Fig. 1: signal metal coverage by tile
20 x 13 tiles, from black (low) to pale yellow (high), scaled to the fullest tile. Values are wire area over tile area, all layers added.
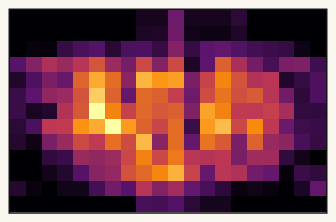
Fig. 2: clock distribution
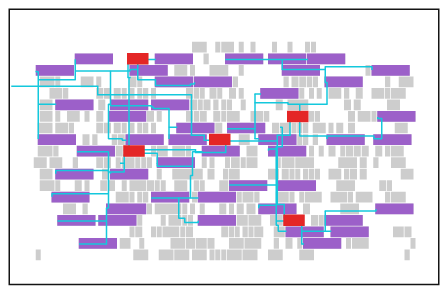
Fig. 3: cell placement
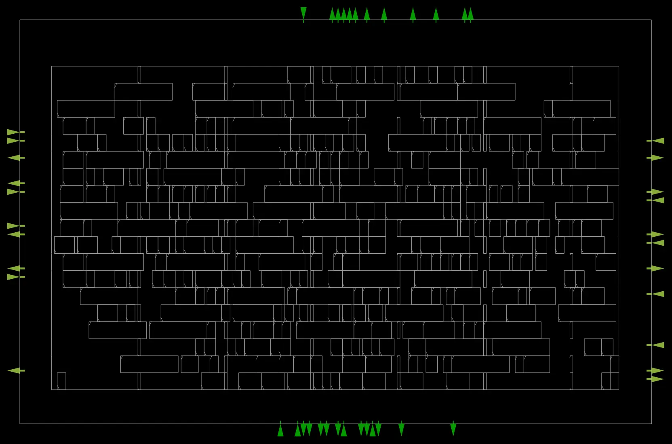
Fig. 4: gate-type map
Bar = 20 um.
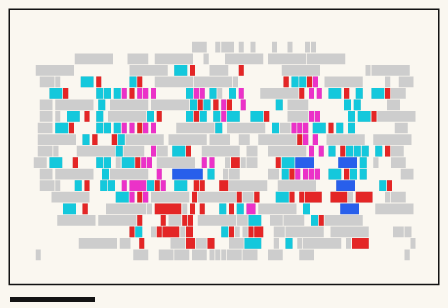
==> src/rtl/alu_result_fifo.sv <==
// ---------------------------------------------------------------------------
// alu_result_fifo
//   Capture stage behind the 8-bit ALU. On a capture strobe it stores the ALU
//   result together with its zero/carry flags in a small first-word-fall-through
//   FIFO. Stored results survive later operand changes and are drained one per
//   pop.
//
// Ports
//   clk        rising-edge clock
//   rst_n      asynchronous active-low reset
//   capture    push request for {y_in, zero_in, carry_in}
//   y_in       ALU result word
//   zero_in    ALU zero flag
//   carry_in   ALU carry flag
//   in_ready   FIFO not full
//   pop        consume the head entry
//   out_valid  FIFO not empty, head on out_* is valid
//   out_data   head result (0 when empty)
//   out_zero   head zero flag (0 when empty)
//   out_carry  head carry flag (0 when empty)
//   count      number of stored entries
//   drop_err   sticky flag: a capture arrived while the FIFO was full
//   clr        synchronous clear of FIFO, drop_err and accumulator
//   acc_sum    running 16-bit wrap-around sum of accepted results
//
// Configuration
//   RESULT_ACC_EN  when defined, builds the result accumulator behind acc_sum;
//                  otherwise acc_sum is tied to zero.
// ---------------------------------------------------------------------------
module alu_result_fifo #(
    parameter  int DATA_W = 8,
    parameter  int DEPTH  = 4,
    localparam int CNT_W  = $clog2(DEPTH + 1),
    localparam int PTR_W  = $clog2(DEPTH)
) (
    input  logic              clk,
    input  logic              rst_n,
    input  logic              capture,
    input  logic [DATA_W-1:0] y_in,
    input  logic              zero_in,
    input  logic              carry_in,
    output logic              in_ready,
    input  logic              pop,
    output logic              out_valid,
    output logic [DATA_W-1:0] out_data,
    output logic              out_zero,
    output logic              out_carry,
    output logic [CNT_W-1:0]  count,
    output logic              drop_err,
    input  logic              clr,
    output logic [15:0]       acc_sum
);

    // Each entry packs {result, zero, carry}.
    logic [DATA_W+1:0] mem [DEPTH];
    logic [PTR_W-1:0]  wr_ptr;
    logic [PTR_W-1:0]  rd_ptr;
    logic              push;
    logic              pop_ok;
    logic [DATA_W+1:0] head;

    assign in_ready  = (count != CNT_W'(DEPTH));
    assign out_valid = (count != '0);

    // clr overrides both directions so a clearing cycle never moves data.
    assign push   = capture & in_ready & ~clr;
    assign pop_ok = pop & out_valid & ~clr;

    assign head      = out_valid ? mem[rd_ptr] : '0;
    assign out_data  = head[DATA_W+1:2];
    assign out_zero  = head[1];
    assign out_carry = head[0];

    always_ff @(posedge clk or negedge rst_n) begin
        if (!rst_n) begin
            for (int i = 0; i < DEPTH; i++) begin
                mem[i] <= '0;
            end
        end else if (push) begin
            mem[wr_ptr] <= {y_in, zero_in, carry_in};
        end
    end

    // Pointers wrap naturally because DEPTH is a power of two.
    always_ff @(posedge clk or negedge rst_n) begin
        if (!rst_n) begin
            wr_ptr <= '0;
            rd_ptr <= '0;
            count  <= '0;
        end else if (clr) begin
            wr_ptr <= '0;
            rd_ptr <= '0;
            count  <= '0;
        end else begin
            if (push) begin
                wr_ptr <= wr_ptr + PTR_W'(1);
            end
            if (pop_ok) begin
                rd_ptr <= rd_ptr + PTR_W'(1);
            end
            case ({push, pop_ok})
                2'b10:   count <= count + CNT_W'(1);
                2'b01:   count <= count - CNT_W'(1);
                default: count <= count;
            endcase
        end
    end

    // A capture refused for lack of space latches the error until cleared.
    always_ff @(posedge clk or negedge rst_n) begin
        if (!rst_n) begin
            drop_err <= 1'b0;
        end else if (clr) begin
            drop_err <= 1'b0;
        end else if (capture && !in_ready) begin
            drop_err <= 1'b1;
        end
    end

`ifdef RESULT_ACC_EN
    logic [15:0] acc;

    // 16-bit sum wraps modulo 2^16 by design.
    always_ff @(posedge clk or negedge rst_n) begin
        if (!rst_n) begin
            acc <= '0;
        end else if (clr) begin
            acc <= '0;
        end else if (push) begin
            acc <= acc + 16'(y_in);
        end
    end

    assign acc_sum = acc;
`else
    assign acc_sum = 16'h0000;
`endif

endmodule

==> config.mk <==
export PLATFORM = sky130hd
export DESIGN_NAME = alu_result_fifo
export DESIGN_NICKNAME = d
export VERILOG_FILES = /design/src/rtl/alu_result_fifo.sv
export SDC_FILE = /design/constraint.sdc
export NUM_CORES = 1
export LEC_CHECK = 0
export ABC_AREA = 1
export CORE_ASPECT_RATIO = 0.6
export CORE_MARGIN = 5
export CORE_UTILIZATION = 52
export DETAILED_ROUTE_END_ITERATION = 10
export GPL_TIMING_DRIVEN = 1
export HOLD_SLACK_MARGIN = 0.05
export PLACE_DENSITY = 0.82
export REMOVE_ABC_BUFFERS = 1
export SLEW_MARGIN = 10
export SYNTH_ARGS = -nofsm -noshare
export SYNTH_HDL_FRONTEND = slang
export SYNTH_SLANG_ARGS = --single-unit
==> constraint.sdc <==
create_clock -name clk -period 2.3 [get_ports clk]
set_clock_uncertainty 0.05 [all_clocks]
set_input_delay 0.345 -clock clk [delete_from_list [all_inputs] [get_ports clk]]
set_output_delay 0.345 -clock clk [all_outputs]
set_load 0.02 [all_outputs]
==> results.tsv <==
stage	metric	value	unit
synth	synth.area.mux_share	0	%
place	place_ws	136.4	ps
final_timing	hold_slack	74.51	ps
drt	num_vias	1954	
worst_setup_path	crit_family	buffers and inverters	
final_timing	fin_tns_setup	0	ps
floorplanning	dieArea	6511	um2
worst_setup_path	worstPathRequired	1900	ps
final_timing	final.period_utilization	94.04	%
worst_setup_path	crit_path_max_fanout	4	
synth	syn-cell-area	2577	um2
final_timing	worst_pin_slew	619.6	ps
synth	ys_seq_share	46.60	%
cts	htree_levels	2	
cts	cts.path.max_buffers	2	
cts	cts_tree	built	
drt	wl_per_cell	14.06	um
cts	clkSinkCount	48	
synth	yosys-stat-cells	298	
synth	syn_inst	298	
final_timing	max-slew-margin-rel	58.69	%
drt	drtPass1Iterations	4	
synth	syn_avg_cell_area	8.649	um2
place	port_buffers	30	
cts	clk_latency	310	ps
worst_setup_path	cp.arrival	1770	ps
power	p_leak	0.001489	uW
synth	simple_gate_area_share	19.17	%
worst_setup_path	cpPeakStageDelay	440	ps
drt	drt_iter0_drc	136	
drt	postRouteAntennaNets	0	
floorplanning	fp_util	55.04	%
floorplanning	rows	19	
final_timing	setup_viol	0	
synth	yosysWarnings	0	
cts	cts_root_buffer	clkbuf_8	
final_timing	period_needed	2163	ps
synth	yosys.area_share.adder	2.718	%
final_timing	clock.fmax	462.3	MHz
final_timing	slew_viol_final	0	
cts	clk_pin_slew	90	ps
global_route	grt_pass1_wl	9.197	mm
worst_setup_path	end_kind	primary output	
cts	cts_resized	10	
job	warning_count	28	
synth	synthXorXnorAreaFrac	0.3398	%
drt	drc	0	
place	dp_hpwl	3.932	mm
place	place_congestion	0.7938	
synth	ys_area	2577	um2
worst_setup_path	crit_chain	nor2_4 > nand2_2 > clkinv_1 > buf_4 > a21oi_1 > dlygate4sd2_1	
worst_setup_path	worstSetupStartpointType	flop	
cells_and_area	final_cell_area	2953	um2
cells_and_area	drive_above_1_share	17.42	%
worst_setup_path	cp_slowest_cell	dfrtp_2	
floorplanning	ioPinCount	47	
cts	post-cts-setup-buffer-count	0	
worst_setup_path	worstSetupPathType	flop to primary output	
final_timing	layout_setup_ws	137.1	ps
drt	vias_per_cell	4.934	
cells_and_area	nNetsFinal	352	
synth	ys_ff	48	
floorplanning	dieHeight	64.54	um
global_route	grt_max_degree	49	
worst_setup_path	path_buffers	3	
cts	tritoncts.num_buffers	5	
synth	topCombFamilyByArea	simple AND/OR/NAND/NOR gates	
worst_hold_path	worstHoldPathType	input pin to asynchronous set/reset pin	
global_route	grt_pass1_vias	1844	
power	ir_worst_vdd	0.6700	mV
cells_and_area	n_antenna_cell	0	
cts	ctsHoldBuffers	0	
floorplanning	die_x	100.9	um
run_status	status	completed	
global_route	grt_use_total	17.86	%
synth	ys_types	27	
synth	compound_area_share	18.64	%
final_timing	grt_setup_unrepaired	no	
drt	wirelength	5.566	mm
final_timing	finalHoldViolCount	0	
power	power.density	1170	nW/um2
place	placed_area	2867	um2
cells_and_area	nFillCells	425	
cells_and_area	syn_to_final_growth	14.56	%
global_route	grt_antenna_before_repair	0	
global_route	grt-ovfl-total	0	
job	drv_cap	0	
Notes on Fig. 1 above:
mean over tiles: 0.13
tiles over half the peak: 25%
densest ninth of the die: centre
fullest tile: 0.45
nearly empty tiles: 20%

Notes on Fig. 2 above:
[cyan] clock wires | length: 615 um
[purple] flip-flops | count: 48
[red] clock-net drivers | count: 5
routed clock nets: 6

Notes on Fig. 3 above:
Finished Layout Cells: 396
total core area: 4683 um2
final core utilization: 63.05%

Notes on Fig. 4 above:
| colour | family | cells |
|---|---|---|
| red | nand cells | 70 |
| blue | fa/ha/maj cells | 5 |
| magenta | nor cells | 42 |
| cyan | aoi and oai cells | 79 |
logic share of the area: 37.71%
Top cell excl fill/tap: nand2_1

final timing paths:
check                      depth (start not counted)           to  slack [ps]  startpoint
setup / recovery                                   6  out_data[5]         140    count[1]
hold / removal                                     2      mem[29]          70       rst_n
setup reg to reg                                  13     count[2]         220    count[1]
hold reg to reg                                    2       mem[4]         440      mem[4]
max in group asynchronous                          2     count[1]        1670       rst_n
min in group clk                                   2       mem[4]         440      mem[4]
power breakdown:
group | internal [uW] | total, uW | switching, uW
Sequential | 1170 | 1360 | 190
Combinational | 629 | 1560 | 929
Clock | 245 | 533 | 288
sequential cells by signal, summed over array words and instances (netlist names):
register  flops
mem          40
count         3
rd_ptr        2
wr_ptr        2
drop_err      1
worst reg2reg max path, cell delays in order (launching register included):
cell and delay, ps:
dfrtp_2 470, nor2_4 220, nand2_2 110, nand2_2 100, nor2_2 50, nand2_1 70, inv_1 50, fa_1 380
xor2_1 190, inv_1 50, nand3_1 80, nand2_1 50, nand2_1 60, nand2_1 50
cells by family (layout without fill, tap and decap cells):
logic type,Yosys count,count (layout)
other cells,1,16
xor+xnor,1,1
fa+ha+maj,5,5
flops,48,48
buf+inv,52,72
simple gates,112,112
compound gates,79,79
synth_stat cells (all sizes together):
master / instances / area share [%]
clkinv: 1 / 0.15
dfrtp: 48 / 47
a21oi: 14 / 2.9
a21boi: 1 / 0.44
nor2: 42 / 6.5
clkbuf: 4 / 0.58
ha: 4 / 1.9
xor2: 1 / 0.34
inv: 21 / 3.3
nand3: 3 / 1.1
buf: 26 / 8.4
nand2: 67 / 12
o21ai: 64 / 15
fa: 1 / 0.78
conb: 1 / 0.15
routing by layer:
| metal | up-vias | GRT usage (%) | wire length (um) |
|---|---|---|---|
| li1 | 988 | - | - |
| met1 | 915 | 26.83 | 2882 |
| met2 | 45 | 26.56 | 2430 |
| met3 | 6 | 3.859 | 212 |
| met4 | 0 | 3.980 | 41 |
| met5 | - | 0 | 0 |
metrics by stage:
step	power [uW]	instances
floorplan	2355	283
global placement	2944	388
detailed placement	3000	388
CTS	3472	396
global route	3718	396
finish	3455	396
final cells by class:
cell class	count	area, um2	area share (%)
Clock buffer	7	86.33	2.924
Clock inverter	1	7.507	0.2542
Inverter	22	87.58	2.966
Multi-Input combinational cell	213	1114	37.71
Sequential cell	48	1202	40.72
Tap cell	63	78.83	2.669
Timing Repair Buffer	42	376.6	12.75
layout by cell type, fill, tap and decap left out, drive strengths merged, types with 3 or more instances in the layout:
cell           count
o21ai             64
inv               21
nand3              3
dlygate4sd2        9
buf               13
clkdlybuf4s50     19
a21oi             14
nor2              42
dfrtp             48
nand2             67
clkbuf             7
conb              16
ha                 4
Power is estimated from default activity; no workload was simulated.
